run_1/pinout.png
Pins as bars across the die edge, other pins in gray.
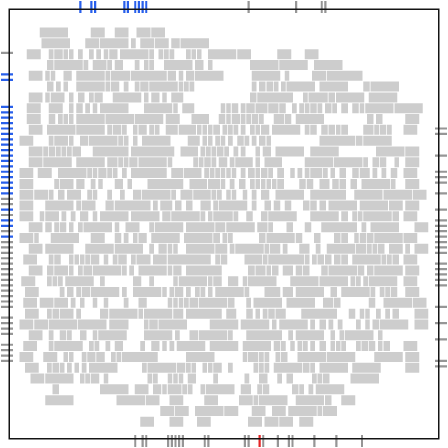
run_1/class_map.png
Fill, decap, tap and diode cells in gray.
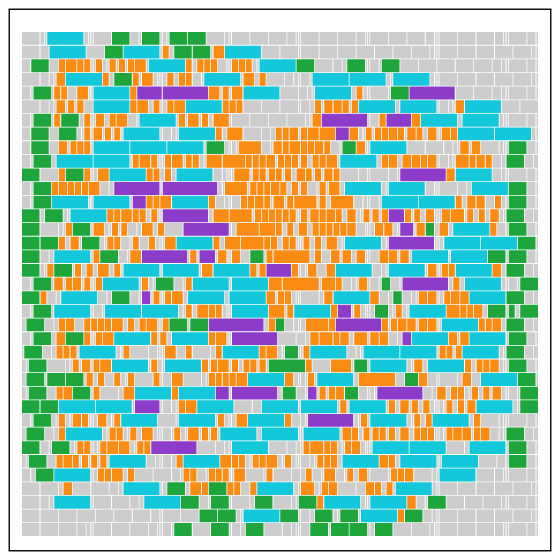
run_1/layers.png
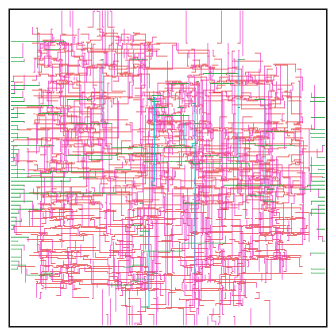
File: src/rtl/alu_word_sequencer_if.sv
// Command/result bundle between the register-file/command logic and the
// multi-word add/subtract sequencer.
interface alu_word_sequencer_if #(
  parameter int WORD_WIDTH = 8,
  parameter int NUM_WORDS  = 4
);
  localparam int W = WORD_WIDTH * NUM_WORDS;

  logic         start;
  logic         subtract;
  logic         carryInEnable;
  logic         carryIn;
  logic [W-1:0] operandA;
  logic [W-1:0] operandB;
  logic         ready;
  logic         done;
  logic [W-1:0] result;
  logic         carryOut;
  logic         overflowOut;
  logic         zeroOut;

  modport master (
    output start, subtract, carryInEnable, carryIn, operandA, operandB,
    input  ready, done, result, carryOut, overflowOut, zeroOut
  );

  modport slave (
    input  start, subtract, carryInEnable, carryIn, operandA, operandB,
    output ready, done, result, carryOut, overflowOut, zeroOut
  );
endinterface

File: src/rtl/alu_word_sequencer.sv
// Multi-word add/subtract built on one WORD_WIDTH-bit carry-in/carry-out ALU,
// processing one word per cycle, least-significant word first.
module alu_word_sequencer #(
  parameter int WORD_WIDTH = 8,
  parameter int NUM_WORDS  = 4
) (
  input  logic                   clk,
  input  logic                   reset,
  alu_word_sequencer_if.slave    bus
);
  localparam int W     = WORD_WIDTH * NUM_WORDS;
  localparam int CNT_W = (NUM_WORDS > 1) ? $clog2(NUM_WORDS) : 1;

  typedef enum logic [1:0] {S_IDLE, S_RUN, S_DONE} state_t;

  state_t                r_state;
  state_t                w_state_next;

  logic [W-1:0]          r_a;
  logic [W-1:0]          r_b;
  logic [W-1:0]          r_res_sh;
  logic [CNT_W-1:0]      r_cnt;
  logic                  r_carry;
  logic                  r_mode;
  logic                  r_zero_acc;
  logic [W-1:0]          r_result;
  logic                  r_carry_out;
  logic                  r_ovf;
  logic                  r_zero;

  logic                  w_ready;
  logic                  w_done;
  logic                  w_last;
  logic                  w_add_mode;
  logic [WORD_WIDTH-1:0] w_op_a;
  logic [WORD_WIDTH-1:0] w_op_b;
  logic [WORD_WIDTH:0]   w_sum_ext;
  logic [WORD_WIDTH-1:0] w_sum;
  logic                  w_alu_cout;
  logic                  w_alu_ovf;
  logic                  w_word_zero;
  logic [W+WORD_WIDTH-1:0] w_res_cat;
  logic [W-1:0]          w_res_shift;

  // Narrow ALU: subtract is A + ~B + carry, with the carry register seeded to 1.
  assign w_add_mode  = ~r_mode;
  assign w_op_a      = r_a[WORD_WIDTH-1:0];
  assign w_op_b      = w_add_mode ? r_b[WORD_WIDTH-1:0] : ~r_b[WORD_WIDTH-1:0];
  assign w_sum_ext   = {1'b0, w_op_a} + {1'b0, w_op_b} + {{WORD_WIDTH{1'b0}}, r_carry};
  assign w_sum       = w_sum_ext[WORD_WIDTH-1:0];
  assign w_alu_cout  = w_sum_ext[WORD_WIDTH];
  assign w_alu_ovf   = (w_op_a[WORD_WIDTH-1] == w_op_b[WORD_WIDTH-1]) &&
                       (w_sum[WORD_WIDTH-1] != w_op_a[WORD_WIDTH-1]);
  assign w_word_zero = (w_sum == '0);

  // New word enters at the top; after NUM_WORDS passes word 0 sits at the bottom.
  assign w_res_cat   = {w_sum, r_res_sh};
  assign w_res_shift = w_res_cat[W+WORD_WIDTH-1:WORD_WIDTH];

  assign w_last = (r_cnt == CNT_W'(NUM_WORDS - 1));

  always_ff @(posedge clk) begin
    if (reset) begin
      r_state <= S_IDLE;
    end else begin
      r_state <= w_state_next;
    end
  end

  always_comb begin
    w_state_next = r_state;
    case (r_state)
      S_IDLE:  if (bus.start) w_state_next = S_RUN;
      S_RUN:   if (w_last)    w_state_next = S_DONE;
      S_DONE:                 w_state_next = S_IDLE;
      default:                w_state_next = S_IDLE;
    endcase
  end

  always_comb begin
    w_ready = 1'b0;
    w_done  = 1'b0;
    case (r_state)
      S_IDLE:  w_ready = 1'b1;
      S_DONE:  w_done  = 1'b1;
      default: ;
    endcase
  end

  always_ff @(posedge clk) begin
    if (reset) begin
      r_a         <= '0;
      r_b         <= '0;
      r_res_sh    <= '0;
      r_cnt       <= '0;
      r_carry     <= 1'b0;
      r_mode      <= 1'b0;
      r_zero_acc  <= 1'b0;
      r_result    <= '0;
      r_carry_out <= 1'b0;
      r_ovf       <= 1'b0;
      r_zero      <= 1'b0;
    end else begin
      case (r_state)
        S_IDLE: begin
          if (bus.start) begin
            r_a        <= bus.operandA;
            r_b        <= bus.operandB;
            r_cnt      <= '0;
            r_carry    <= bus.carryInEnable ? bus.carryIn : bus.subtract;
            r_mode     <= bus.subtract;
            r_zero_acc <= 1'b1;
          end
        end
        S_RUN: begin
          r_res_sh   <= w_res_shift;
          r_a        <= r_a >> WORD_WIDTH;
          r_b        <= r_b >> WORD_WIDTH;
          r_carry    <= w_alu_cout;
          r_zero_acc <= r_zero_acc & w_word_zero;
          r_cnt      <= r_cnt + 1'b1;
          if (w_last) begin
            r_result    <= w_res_shift;
            r_carry_out <= w_alu_cout;
            r_ovf       <= w_alu_ovf;
            r_zero      <= r_zero_acc & w_word_zero;
          end
        end
        default: ;
      endcase
    end
  end

  assign bus.ready       = w_ready;
  assign bus.done        = w_done;
  assign bus.result      = r_result;
  assign bus.carryOut    = r_carry_out;
  assign bus.overflowOut = r_ovf;
  assign bus.zeroOut     = r_zero;
endmodule

File: src/flat_wrapper.sv
// flat-port wrapper written by rule: the top's interface ports become plain ports
module alu_word_sequencer_flat 
#(
  parameter int WORD_WIDTH = 8,
  parameter int NUM_WORDS  = 4
)
  (clk, reset, bus_start, bus_subtract, bus_carryInEnable, bus_carryIn, bus_operandA, bus_operandB, bus_ready, bus_done, bus_result, bus_carryOut, bus_overflowOut, bus_zeroOut);
  alu_word_sequencer_if #(.WORD_WIDTH(WORD_WIDTH), .NUM_WORDS(NUM_WORDS)) bus_i ();
  input  logic clk;
  input  logic reset;
  input wire logic [$bits(bus_i.start)-1:0] bus_start;
  input wire logic [$bits(bus_i.subtract)-1:0] bus_subtract;
  input wire logic [$bits(bus_i.carryInEnable)-1:0] bus_carryInEnable;
  input wire logic [$bits(bus_i.carryIn)-1:0] bus_carryIn;
  input wire logic [$bits(bus_i.operandA)-1:0] bus_operandA;
  input wire logic [$bits(bus_i.operandB)-1:0] bus_operandB;
  output wire logic [$bits(bus_i.ready)-1:0] bus_ready;
  output wire logic [$bits(bus_i.done)-1:0] bus_done;
  output wire logic [$bits(bus_i.result)-1:0] bus_result;
  output wire logic [$bits(bus_i.carryOut)-1:0] bus_carryOut;
  output wire logic [$bits(bus_i.overflowOut)-1:0] bus_overflowOut;
  output wire logic [$bits(bus_i.zeroOut)-1:0] bus_zeroOut;
  assign bus_i.start = bus_start;
  assign bus_i.subtract = bus_subtract;
  assign bus_i.carryInEnable = bus_carryInEnable;
  assign bus_i.carryIn = bus_carryIn;
  assign bus_i.operandA = bus_operandA;
  assign bus_i.operandB = bus_operandB;
  assign bus_ready = bus_i.ready;
  assign bus_done = bus_i.done;
  assign bus_result = bus_i.result;
  assign bus_carryOut = bus_i.carryOut;
  assign bus_overflowOut = bus_i.overflowOut;
  assign bus_zeroOut = bus_i.zeroOut;
  alu_word_sequencer #(.WORD_WIDTH(WORD_WIDTH), .NUM_WORDS(NUM_WORDS)) u_core (.clk(clk), .reset(reset), .bus(bus_i));
endmodule
File: config.mk
export PLATFORM = sky130hd
export DESIGN_NAME = alu_word_sequencer_flat
export DESIGN_NICKNAME = d
export VERILOG_FILES = /design/src/rtl/alu_word_sequencer_if.sv /design/src/rtl/alu_word_sequencer.sv /design/src/flat_wrapper.sv
export SDC_FILE = /design/constraint.sdc
export NUM_CORES = 1
export LEC_CHECK = 0
export ABC_AREA = 1
export CAP_MARGIN = 15
export CORE_MARGIN = 2
export CORE_UTILIZATION = 50
export DETAILED_ROUTE_END_ITERATION = 8
export HOLD_SLACK_MARGIN = 0.03
export PLACE_DENSITY = 0.78
export RECOVER_POWER = 50
export SLEW_MARGIN = 20
export SYNTH_ARGS = -nofsm -noshare
export SYNTH_HDL_FRONTEND = slang
export SYNTH_SLANG_ARGS = --single-unit
File: constraint.sdc
create_clock -name clk -period 2.54 [get_ports clk]
set_input_delay 0.635 -clock clk [delete_from_list [all_inputs] [get_ports clk]]
set_output_delay 0.635 -clock clk [all_outputs]
set_load 0.02 [all_outputs]
==> Changelog: implementation, run 1 <==
### Implementation results

* Result of the run: complete, no violations
* Count of boundary I/O pins at about 110
* DPL Wire Length at about 8.6 mm
* Setup ws final at 278 ps
* Die Area at 11600 um2
* Top cells by count: nand2_1, dfxtp_1, a31oi_1
* FF-to-FF End: u_core.bus.zeroOut
* WP data required at ~1900 ps
* Clock-pin slew reported for the worst setup and hold paths after clock tree synthesis at 60 ps
* Tap cells at 136
* Fraction of the mapped netlist area in simple logic gates at 0.241
* Final setup violation count at 0
* OpenROAD warning count at 26
* Min cycle time layout at 2260 ps
* Clk sink count at 130
* Number of buffers created by CTS at 17
* Number of max-capacitance violations reported at 0
* Number of cells in Yosys stat at 711
* Total nets after synthesis at 791
* Most used routing layer in global routing: met2
* 1st-iter DRT viols at between 200 and 300
* Chip area line of the yosys report at approximately 5400 um2
* Stages on the worst setup path at 3
* RR Startpoint: u_core.r_mode
* Heaviest power group: the clock network
* Aggregate negative setup slack at 0 ps
* Total placed cells including tap cells at ~920
* Insertion Delay late pin at 520 ps
* Number of buffers on the longest clock path at 2
* Routed via count divided by cell count at 5.15
* Final slew viol count at 0
* Clock network fraction of design power at 0.455
* Worst reg-to-reg path cell count at 9
* Area of the multi-input gates at around 2300 um2
* Post-layout total power at 5.21 mW
* Repair and plain buffers at roughly 120
* Highest clock frequency the design can meet at 442 MHz
* Relative contribution of sequential cells to total power at 0.426
* Number of ordinary inverters in the final layout at 50
* Critical-path maximum fanout at 2
* Async set or reset register ratio after synthesis at 0
* Slew Limit Headroom at 0.455
* Met3 layer wire length in the routed design at approximately 760 um
* Number of fill cells in the layout at 903
* Layout Skew at between 6 and 7 ps
* Via count of the first global-routing pass at 4555
* Net switching power at 1.33 mW
* Post-detailed-route DRC marker count at 0
* Leading post-synthesis cells by cell area: dfxtp_1, nand2_1, a31oi_1
* Count of buffers inserted at the top-level ports at 106
* Wire length of the first global-routing pass at between 20 and 25 mm
* Static leakage power at 2.89 nW
* Post-synth mux share at 0
* Total overflow reported by the global router at 0
* Critical Path Start: u_core.r_state[1]
* Largest incremental delay on the critical path at 610 ps
* Design internal power at 3.89 mW
* Proportion of synthesized chip area in sequential cells at 0.484
* Cell type group with the largest total delay on the critical path: buffers and inverters
* Leading cell kind: flip-flops and latches
* Mapped Avg Cell Area at 7.56 um2
* Met3 capacity usage during global routing at 0.0714
* Placed cell areas at 6450 um2
* Worst setup slack for register-to-register paths at 410 ps
* List of cells traversed by the critical path: inv_1 > nor2_1 > clkdlybuf4s50_1
* Antenna violations before repair at 0
* Type of origin of the critical path: flop
* Fin nets at 883
* WHS at 459 ps
* Logic pwr share at 0.118
* Post-cts hold buffer count at 0
* Post-CTS Resized at 0
* Number of synthesized register bits at 130
* Data arrival time of the worst path at 1630 ps
* Clk Tree Root Cell: clkbuf_8
* Endpoint class of the critical path: output port
* Post-layout period usage of the worst path at 0.890
* Worst Hold Path EP: u_core.r_b[24]
* Die H at 108 um
* Placeable core area at between 10000 and 15000 um2
* Detailed-routed wire length on met2 at 6.03 mm
* Actual slew at the worst max-slew pin at between 800 and 900 ps
* Flip-flops with a built-in enable at 0
* Post-synthesis cell area at 5370 um2
* Slowest stage cell, crit path: clkdlybuf4s50_1
* Sequential share of cell area at 0.371
* Number of cells on the worst hold path at 2
* Starting utilization of the core area at 0.518
* Highest routed layer: met4
* Switching Share at 0.254
* Fraction of area in clock buffers and inverters at 0.0835
* Buffering overhead at 0.165
* Placer Congestion at 0.847
* Leading cell type in the layout, fill and taps excluded: nand2_1
* Clock tree from TritonCTS: built
* Post-DRT Antenna Nets at 0
* Cell taking the most area after synthesis: dfxtp_1
* Largest net degree at the start of global routing at 68
* Number of sequential cells at 130
* Adders+Majority by Area at 0.0261
* Type of the setup path with the least slack: reg -> out
* Yosys top cell by instances: nand2_1
* Combinational fraction of the cell area at 0.330
* Distinct lib cells at 30
* Largest type area fraction at 0.484
* Post-synthesis cell count at 711
* Count of clock-net buffers in the final layout at 20
* Global Route met2 Usage at 0.375
* Met1 wire length at 5.44 mm
* Critical path endpoint: bus_done
* Area Growth Syn to Fin at 30.5%
* Number of warnings reported in the yosys synthesis log at 0
* Top Layout Cells: nand2_1, dfxtp_1, clkdlybuf4s50_1
* Largest non-sequential cell family by area: simple AND/OR/NAND/NOR gates
* Worst path buffer plus inverter count at 2
* Top FF cell, synth: dfxtp_1
* Postcts setup bufs at 0
* Final hold violation count at 0
* Met1 Usage GRT at 0.271
* Sequential cell area at about 2600 um2
* Unrepaired setup endpoints after global routing: no
* Layout cell share with drive strength beyond 1 at 0.0674
* Multi-input logic cell count at 485
* Die width at around 110 um
* Final std cell area, no fill at roughly 7000 um2
* H-tree depth at 4
* Layout Cells excl Fill at 952
* Startpoint of the lowest-slack hold path: u_core.r_b[24]
## Picture notes: pinout.png
legend:
  blue:
    port: bus_operandB
    pins: 32
    direction: input
    edge: 23 left, 9 top
  red:
    port: bus_start
    pins: 1
    direction: input
    edge: bottom
all pins by edge: 49 left, 25 right, 20 bottom, 13 top

## Picture notes: class_map.png
legend:
  purple:
    class: clock drivers and dummy loads
    cells: 32
  orange:
    class: remaining logic cells
    cells: 535
  green:
    class: remaining buffers and delay cells
    cells: 119
  cyan:
    class: sequential cells
    cells: 130

## Picture notes: layers.png
legend:
  green:
    layer: M3
    wire_length: 757 um
  red:
    layer: M1
    wire_length: 5440 um
  magenta:
    layer: M2
    wire_length: 6030 um
  cyan:
    layer: M4
    wire_length: 335 um
vias after detailed routing: 4902
average wire length per cell after detail routing: 13.2 um
total global-route track usage: 0.227
total length of routed wires: 12.6 mm

==> inputs of run 2 (changes only) <==
Settings changed: ABC_AREA 1 to not set.
run_2/pinout.png
Pins as bars across the die edge, other pins in gray.
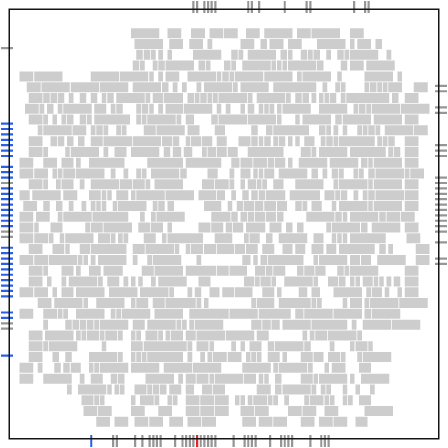
legend:
  blue:
    port: bus_operandB
    pins: 32
    direction: input
    edge: 31 left, 1 bottom
  red:
    port: bus_start
    pins: 1
    direction: input
    edge: bottom
all pins by edge: 37 left, 34 bottom, 21 right, 15 top

run_2/placed.png
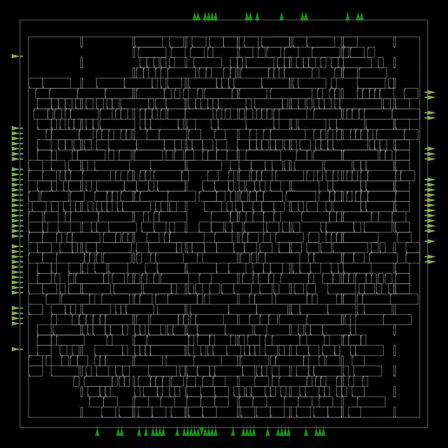
FP Rows: 37
placeable core area: 10400 um2
core utilization of the finished layout: 0.707
Layout Cells excl Fill: 944

run_2/clock_wires.png
Scale bar: 20 um.
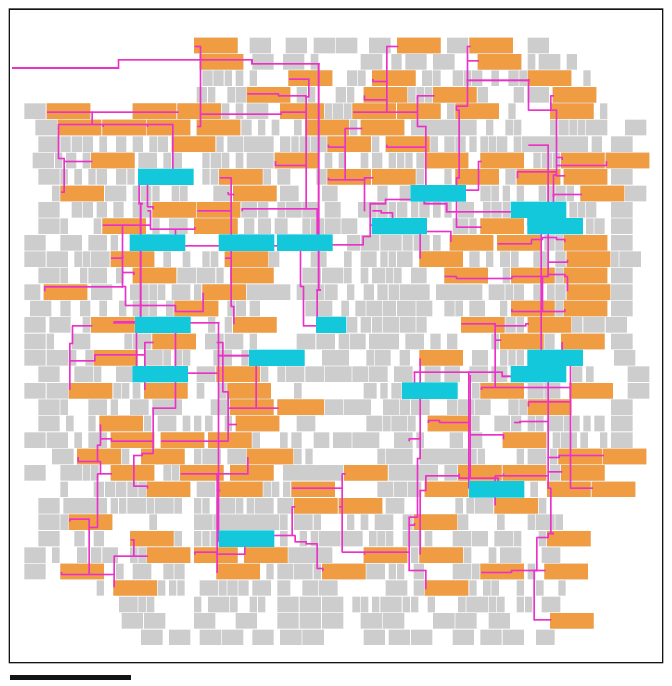
legend:
  magenta:
    item: clock wires
    length: 1530 um
  orange:
    item: flip-flops
    count: 130
  cyan:
    item: clock-net drivers
    count: 17
routed clock nets: 18
flops lie: widely spread

==> Changelog: implementation, run 2 <==
### Implementation results

* Result of the run: finished, violations left
* Violations in the final reports: negative setup slack
* Worst Hold Path EP: u_core.bus.result[22]
* Total placed cells including tap cells at 912 (-0.87%)
* Final slew viol count at 0 (unchanged)
* Startpoint of the lowest-slack hold path: u_core.bus.result[22]
* Fraction of the mapped netlist area in simple logic gates at 0.246 (+0.00566)
* Final hold violation count at 0 (unchanged)
* Static leakage power at 2.76 nW (-4.6%)
* Top Layout Cells: nand2_1, dfxtp_1, clkdlybuf4s50_1
* Final setup violation count at 2 (+2)
* Final std cell area, no fill at 7360 um2 (+5.0%)
* Leading cell type in the layout, fill and taps excluded: nand2_1
* Clock tree from TritonCTS: built
* WHS at 457 ps (-2.74 ps)
* WP data required at 2980 ps (+1080 ps)
* Combinational fraction of the cell area at 0.354 (+0.0242)
* Net switching power at 1.45 mW (+9.6%)
* Die Area at 11600 um2 (+0.33%)
* RR Startpoint: u_core.r_b[0]
* Detailed-routed wire length on met2 at 6.88 mm (+14%)
* Global Route met2 Usage at 0.421 (+0.0463)
* Leading cell kind: multi-input combinational cells
* Antenna violations before repair at 0 (unchanged)
* Layout Skew at 11.7 ps (+5.40 ps)
* Fin nets at 875 (-0.91%)
* Relative contribution of sequential cells to total power at 0.405 (-0.021)
* Critical Path Start: u_core.r_b[0]
* Chip area line of the yosys report at 5390 um2 (+0.35%)
* Insertion Delay late pin at 520 ps (about the same)
* Area of the multi-input gates at 2610 um2 (+13%)
* Vias after detailed routing at 5152 (+5.1%)
* Slew Limit Headroom at 0.694 (+0.239)
* Critical-path maximum fanout at 2 (unchanged)
* Wire length of the first global-routing pass at 22.9 mm (+10%)
* Placed cell areas at 6760 um2 (+4.8%)
* Number of warnings reported in the yosys synthesis log at 0 (unchanged)
* Post-layout period usage of the worst path at 1.11 (+0.216)
* Die H at 108 um (+0.17%)
* Number of fill cells in the layout at 827 (-8.4%)
* Type of the setup path with the least slack: reg -> reg
* Data arrival time of the worst path at 3250 ps (+1620 ps)
* Count of boundary I/O pins at 107 (unchanged)
* Fraction of area in clock buffers and inverters at 0.0821 (-0.00142)
* Post-detailed-route DRC marker count at 0 (unchanged)
* Setup ws final at -271 ps (-550 ps)
* Distinct lib cells at 32 (+6.7%)
* Clk Tree Root Cell: clkbuf_8
* Largest incremental delay on the critical path at 520 ps (-90 ps)
* Number of cells in Yosys stat at 691 (-2.8%)
* Placer Congestion at 0.823 (-2.8%)
* Worst setup slack for register-to-register paths at -270 ps (-680 ps)
* Via count of the first global-routing pass at 4961 (+8.9%)
* Cell type group with the largest total delay on the critical path: simple AND/OR/NAND/NOR gates
* Async set or reset register ratio after synthesis at 0 (unchanged)
* Endpoint class of the critical path: flop
* Clock network fraction of design power at 0.448 (-0.007)
* Postcts setup bufs at 0 (unchanged)
* DPL Wire Length at 9.63 mm (+12%)
* Mapped Avg Cell Area at 7.80 um2 (+3.3%)
* Post-CTS Resized at 2 (+2)
* Number of ordinary inverters in the final layout at 7 (-86%)
* Clock-pin slew reported for the worst setup and hold paths after clock tree synthesis at 60 ps (about the same)
* Number of max-capacitance violations reported at 0 (unchanged)
Power and IR drop assume default switching activity.
